`src/rtl/aes_block_packer_pkg.sv`:
```
// Shared AES constants: cipher widths, block geometry and the default pad byte,
// plus the helper that tells the packer which byte lanes to pad.
package aes_block_packer_pkg;

    localparam int AES_KEY_W       = 128;
    localparam int AES_BLOCK_W     = 128;
    localparam int AES_BLOCK_BYTES = 16;
    localparam int AES_IDX_W       = 4;

    localparam logic [7:0] AES_PAD_BYTE = 8'h20;

    // Lane k is padded when it sits after the byte being written at idx
    function automatic logic [AES_BLOCK_BYTES-1:0] pad_mask(input logic [AES_IDX_W-1:0] idx);
        logic [AES_BLOCK_BYTES-1:0] mask;
        mask = '0;
        for (int k = 0; k < AES_BLOCK_BYTES; k++) begin
            mask[k] = (k > int'(idx));
        end
        return mask;
    endfunction

endpackage

```
`src/rtl/aes_block_packer.sv`:
```
// Collects plaintext bytes MSB-first into 128-bit AES blocks, pads the final
// partial block of a message and holds each block until the cipher takes it.
module aes_block_packer
    import aes_block_packer_pkg::*;
#(
    parameter logic [7:0] PAD_BYTE = AES_PAD_BYTE
) (
    input  logic                   clk,
    input  logic                   rst,
    input  logic [7:0]             in_byte,
    input  logic                   in_valid,
    input  logic                   in_last,
    output logic                   in_ready,
    output logic [AES_BLOCK_W-1:0] block_out,
    output logic                   block_valid,
    input  logic                   block_ready,
    output logic                   block_last,
    output logic [15:0]            block_count
);

    localparam logic [0:0] STATE_COLLECT = 1'b0;
    localparam logic [0:0] STATE_HOLD    = 1'b1;

    logic [0:0]                 state;
    logic [AES_IDX_W-1:0]       idx;
    logic [AES_BLOCK_BYTES-1:0] fill_mask;
    logic [AES_BLOCK_W-1:0]     packed_next;
    logic                       byte_take;
    logic                       block_take;
    logic                       block_done;

    assign in_ready    = (state == STATE_COLLECT);
    assign block_valid = (state == STATE_HOLD);
    assign byte_take   = in_valid & in_ready;
    assign block_take  = block_valid & block_ready;
    assign block_done  = (idx == 4'd15) | in_last;

    // Next block image: the incoming byte at lane idx, and on a closing byte every later lane padded
    always_comb begin
        fill_mask   = pad_mask(idx);
        packed_next = block_out;
        for (int k = 0; k < AES_BLOCK_BYTES; k++) begin
            if (4'(k) == idx) begin
                packed_next[AES_BLOCK_W-1-8*k -: 8] = in_byte;
            end else if (in_last && fill_mask[k]) begin
                packed_next[AES_BLOCK_W-1-8*k -: 8] = PAD_BYTE;
            end
        end
    end

    // Collect/hold handshake; reset drops any partial or held block without counting it
    always_ff @(posedge clk) begin
        if (rst) begin
            state       <= STATE_COLLECT;
            idx         <= '0;
            block_out   <= '0;
            block_last  <= 1'b0;
            block_count <= '0;
        end else begin
            case (state)
                STATE_COLLECT: begin
                    if (byte_take) begin
                        block_out <= packed_next;
                        if (block_done) begin
                            idx        <= '0;
                            block_last <= in_last;
                            state      <= STATE_HOLD;
                        end else begin
                            idx <= idx + 4'd1;
                        end
                    end
                end
                STATE_HOLD: begin
                    if (block_take) begin
                        state       <= STATE_COLLECT;
                        block_count <= block_count + 16'd1;
                        block_last  <= 1'b0;
                    end
                end
                default: begin
                    state <= STATE_COLLECT;
                end
            endcase
        end
    end

endmodule

```
`config.mk`:
```
export PLATFORM = sky130hd
export DESIGN_NAME = aes_block_packer
export DESIGN_NICKNAME = d
export VERILOG_FILES = /design/src/rtl/aes_block_packer_pkg.sv /design/src/rtl/aes_block_packer.sv
export SDC_FILE = /design/constraint.sdc
export NUM_CORES = 1
export LEC_CHECK = 0
export CELL_PAD_IN_SITES_DETAIL_PLACEMENT = 1
export CELL_PAD_IN_SITES_GLOBAL_PLACEMENT = 1
export CORE_UTILIZATION = 32
export CTS_CLUSTER_SIZE = 30
export DETAILED_ROUTE_END_ITERATION = 7
export PLACE_DENSITY_LB_ADDON = 0.1
export SYNTH_ARGS = -nofsm -noshare
export SYNTH_HDL_FRONTEND = slang
export SYNTH_SLANG_ARGS = --single-unit
export TNS_END_PERCENT = 100
```
`constraint.sdc`:
```
create_clock -name clk -period 1.8 [get_ports clk]
set_input_delay 0.27 -clock clk [delete_from_list [all_inputs] [get_ports clk]]
set_output_delay 0.27 -clock clk [all_outputs]
set_load 0.05 [all_outputs]
```
==> GITHUB_STEP_SUMMARY <==
### Metrics collected by this job

| Metric | Value |
|---|---|
| Max reg flops | 128 |
| Largest regs | block_out x128, block_count x16, idx x4 |
| Power density of the placed cells | 971 nW/µm² |
| RR Endpoint | block_out[79]$_SDFFE_PP0P_ |
| Max Clock Skew | 9.67 ps |
| Reg power frac | 0.415 |
| Late-Pin Clk Latency | 430 ps |
| Hpwl dp | 13.8 mm |
| Worst hold path depth | 2 |
| Worst-margin pin slew | 611 ps |
| Die area | 19,200 µm² |
| Initial antenna violation count | 0 |
| Final Setup Violations | 0 |
| Mapped Nets | 667 |
| DP Area | 7830 µm² |
| Clk slew on worst S/H paths | 60 ps |
| FP Util | 0.330 |
| Reg with most FFs | block_out |
| Post-Synthesis Cells | 650 |
| Non-clk invs | 19 |
| Logic share of the area | 0.309 |
| Max Cap Viol | 0 |
| Nets | 841 |
| Non-clk bufs | 216 |
| Port Buffers | 159 |
| Count of tool warnings | 29 |
| Finished Cell Area | 8470 µm² |
| Worst reg-to-reg path cell count | 6 |
| Non-clk buf share | 0.213 |
| CP peak stage delay | 390 ps |
| Root Buffer Master | clkbuf_16 |
| Crit. End Element | flop |
| Worst r2r src | idx[0]$_SDFFE_PP0P_ |
| Hold Path Class | in -> reg |
| Worst reg2reg setup slack | 90 ps |
| Worst-path maximum fanout | 8 |
| Leakage | 3.66 nW |
| Max IR drop VDD | 0.000588 V |
| Top-area cell share | 0.502 |
| Failing checks | DRC |
| Ant. Diodes | 0 |
| Synth top cell by count | dfxtp_1 |
| Post-CTS Hold Fix Bufs | 0 |
| Synth Area per Inst | 9.20 µm² |
| Layout cells sized above 1 | 0.225 |
| Clock Sinks | 150 |
| Synthesized registers | 150 |
| GRT overflow | 0 |
| Register area share after synthesis | 0.502 |
| DR DRC count | 14 |
| RePlAce Congestion | 0.808 |
| Sequential cell area | 3010 µm² |
| Worst Setup EP | block_out[79]$_SDFFE_PP0P_ |
| I/O Pins | 160 |
| Largest cell class | registers |
| Top delay family on crit path | AND-OR/OR-AND gates |
| Clock buffer depth | 2 |
| Clock buffer count in the final layout | 22 |
| Post-layout util | 0.467 |
| Ys cells | 650 |
| Achievable clock frequency | 0.585 GHz |
| Buffers plus inverters on the worst setup path | 1 |
| Largest net degree at the start of global routing | 49 |
| Num CTS Buffers | 17 |
| DIE WIDTH | 139 µm |
| Synth top area cells | dfxtp_1 50%, a22oi_1 5.9%, nor2_1 5.6%, nand3_1 5.1%, a21oi_1 3.9% |
| Most instantiated cells after synthesis | 150 x dfxtp_1, 90 x nor2_1, 61 x nand3_1 |
| Main synth FF type | dfxtp_1 |
| Drt via density | 5.08 |
| Slew margin rel. | 0.590 |
| Status | finished with violations |
| CP Data Required Time | 2090 ps |
| Cell Type Count | 60 |
| Die height | 139 µm |
| Crit path arrival time | 2000 ps |
| Crit path cell chain | ha_2 > buf_4 > a21bo_2 > a211o_4 > a22oi_2 > nor2_1 |
| Critical path type | reg -> reg |
| Antenna Violating Nets Remaining | 0 |
| Number of enable flip-flop cells | 0 |
-- worst register-to-register path, stage by stage (launching register included) --
cell and delay [ps]:
dfxtp_1 340, ha_2 210, buf_4 150, a21bo_2 210, a211o_4 390, a22oi_2 210, nor2_1 60
-- power groups by stage --
stage / registers (mW) / clock network (mW) / logic [mW]
after global routing: 3.41 / 4.28 / 0.828
after CTS: 3.41 / 4.14 / 0.770
after detailed placement: 3.49 / 0 / 0.780
after floorplan: 3.64 / 0 / 0.323
final: 3.41 / 4.04 / 0.773
after global placement: 3.48 / 0 / 0.765
-- through the flow --
| step | setup TNS (ps) | cells | power [mW] | setup WS [ps] |
|---|---|---|---|---|
| 4_1_cts | 0 | 1066 | 8.32 | 11.0 |
| 5_1_grt | 0 | 1066 | 8.53 | 0.166 |
| 3_3_place_gp | -5730 | 1034 | 4.25 | -141 |
| 2_1_floorplan | -2.43 | 650 | 3.96 | -2.43 |
| 3_5_place_dp | -10940 | 1034 | 4.26 | -217 |
| 6_report | 0 | 1066 | 8.22 | 91.2 |
-- routing by layer --
metal  part of all wire  global-route usage  up-vias
met4              0.015              0.0719        0
met1               0.45               0.261     2630
met3              0.054              0.0525       19
met5                  0                   0        -
li1                   -                   -     2635
met2               0.48               0.349      130
-- cell families after synthesis --
logic type / Yosys count / share of synthesized area
AOI/OAI and AO/OA: 150 / 0.186
xor gates and xnor gates: 13 / 0.0190
adders and majority gates: 4 / 0.00837
buffers and inverters: 80 / 0.0707
DFF: 150 / 0.502
muxes: 11 / 0.0188
and+or+nand+nor: 242 / 0.195
-- placed cells by master (no fill, tap or decap), types with 17 or more instances in the layout --
master	n
dfxtp_1	145
buf_4	116
nor2_1	88
dlygate4sd2_1	85
nand3_1	61
a21oi_1	46
a22oi_1	45
nand2_1	32
inv_1	19
clkbuf_16	17
closeup.png
The bar under the picture is 10 µm long. Region (57, 29) to (82, 54) µm. Cells in gray, sequential cells in the stronger gray; small squares are vias.
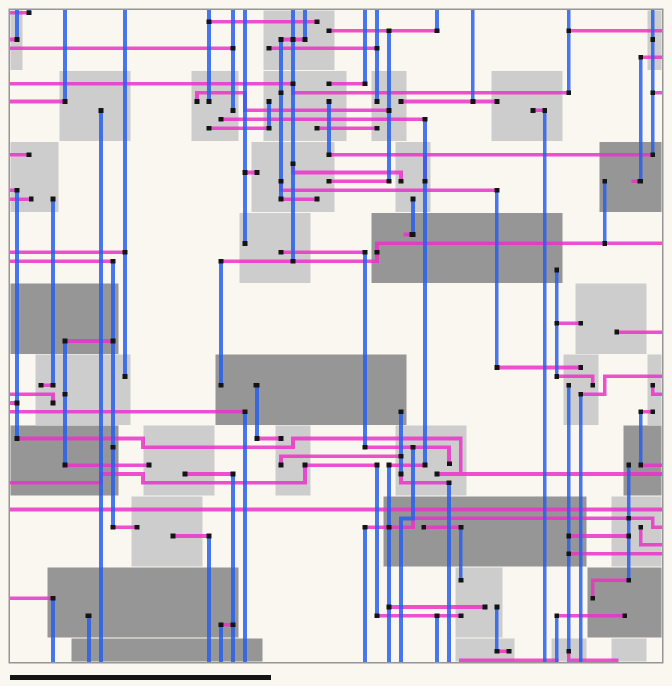
- M1: magenta
- M2: blue
- most frequent: buf_4 (6), dfxtp_1 (5), nor2_1 (3)
- sequential cells in the window: 6
- cells with their middle in the window: 25
- netlist names of flops here include: `block_out` (4)

clock_wires.png
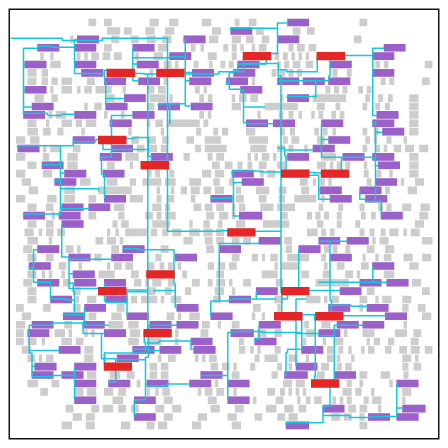
- clock wires: cyan (length 1,990 µm)
- clock-net drivers: red (count 17)
- flip-flops: purple (count 150)
- routed clock nets: 18

route_heat.png
28 x 28 tiles, from black (low) to pale yellow (high), scaled to the fullest tile. Values are wire area over tile area, all layers added.
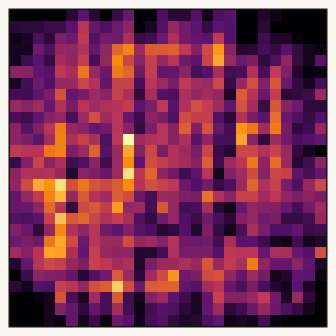
- mean over tiles: 0.16
- tiles over half the peak: 18%
- fullest tile: 0.49
- nearly empty tiles: 5.6%
routed len/inst: 18.3 µm
GRT Total Usage: 0.209
via count: 5,414
final wirelength: 19.5 mm

placed.png
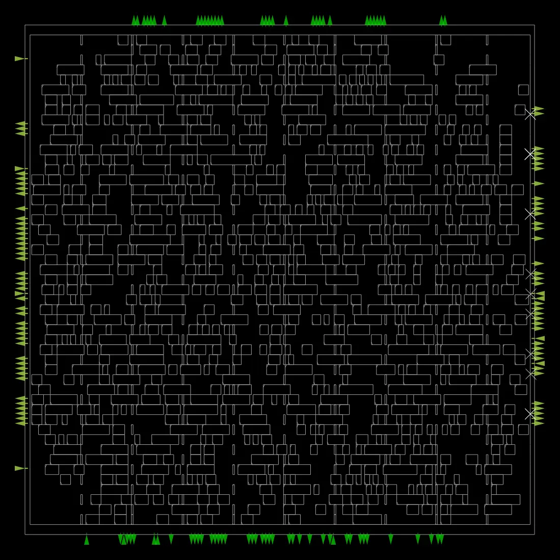
Core Area: 18,100 µm²
fillcell total: 2,093
Seq/total area: 0.355
registers: 150
Rows: 49

Power is estimated from default activity; no workload was simulated.
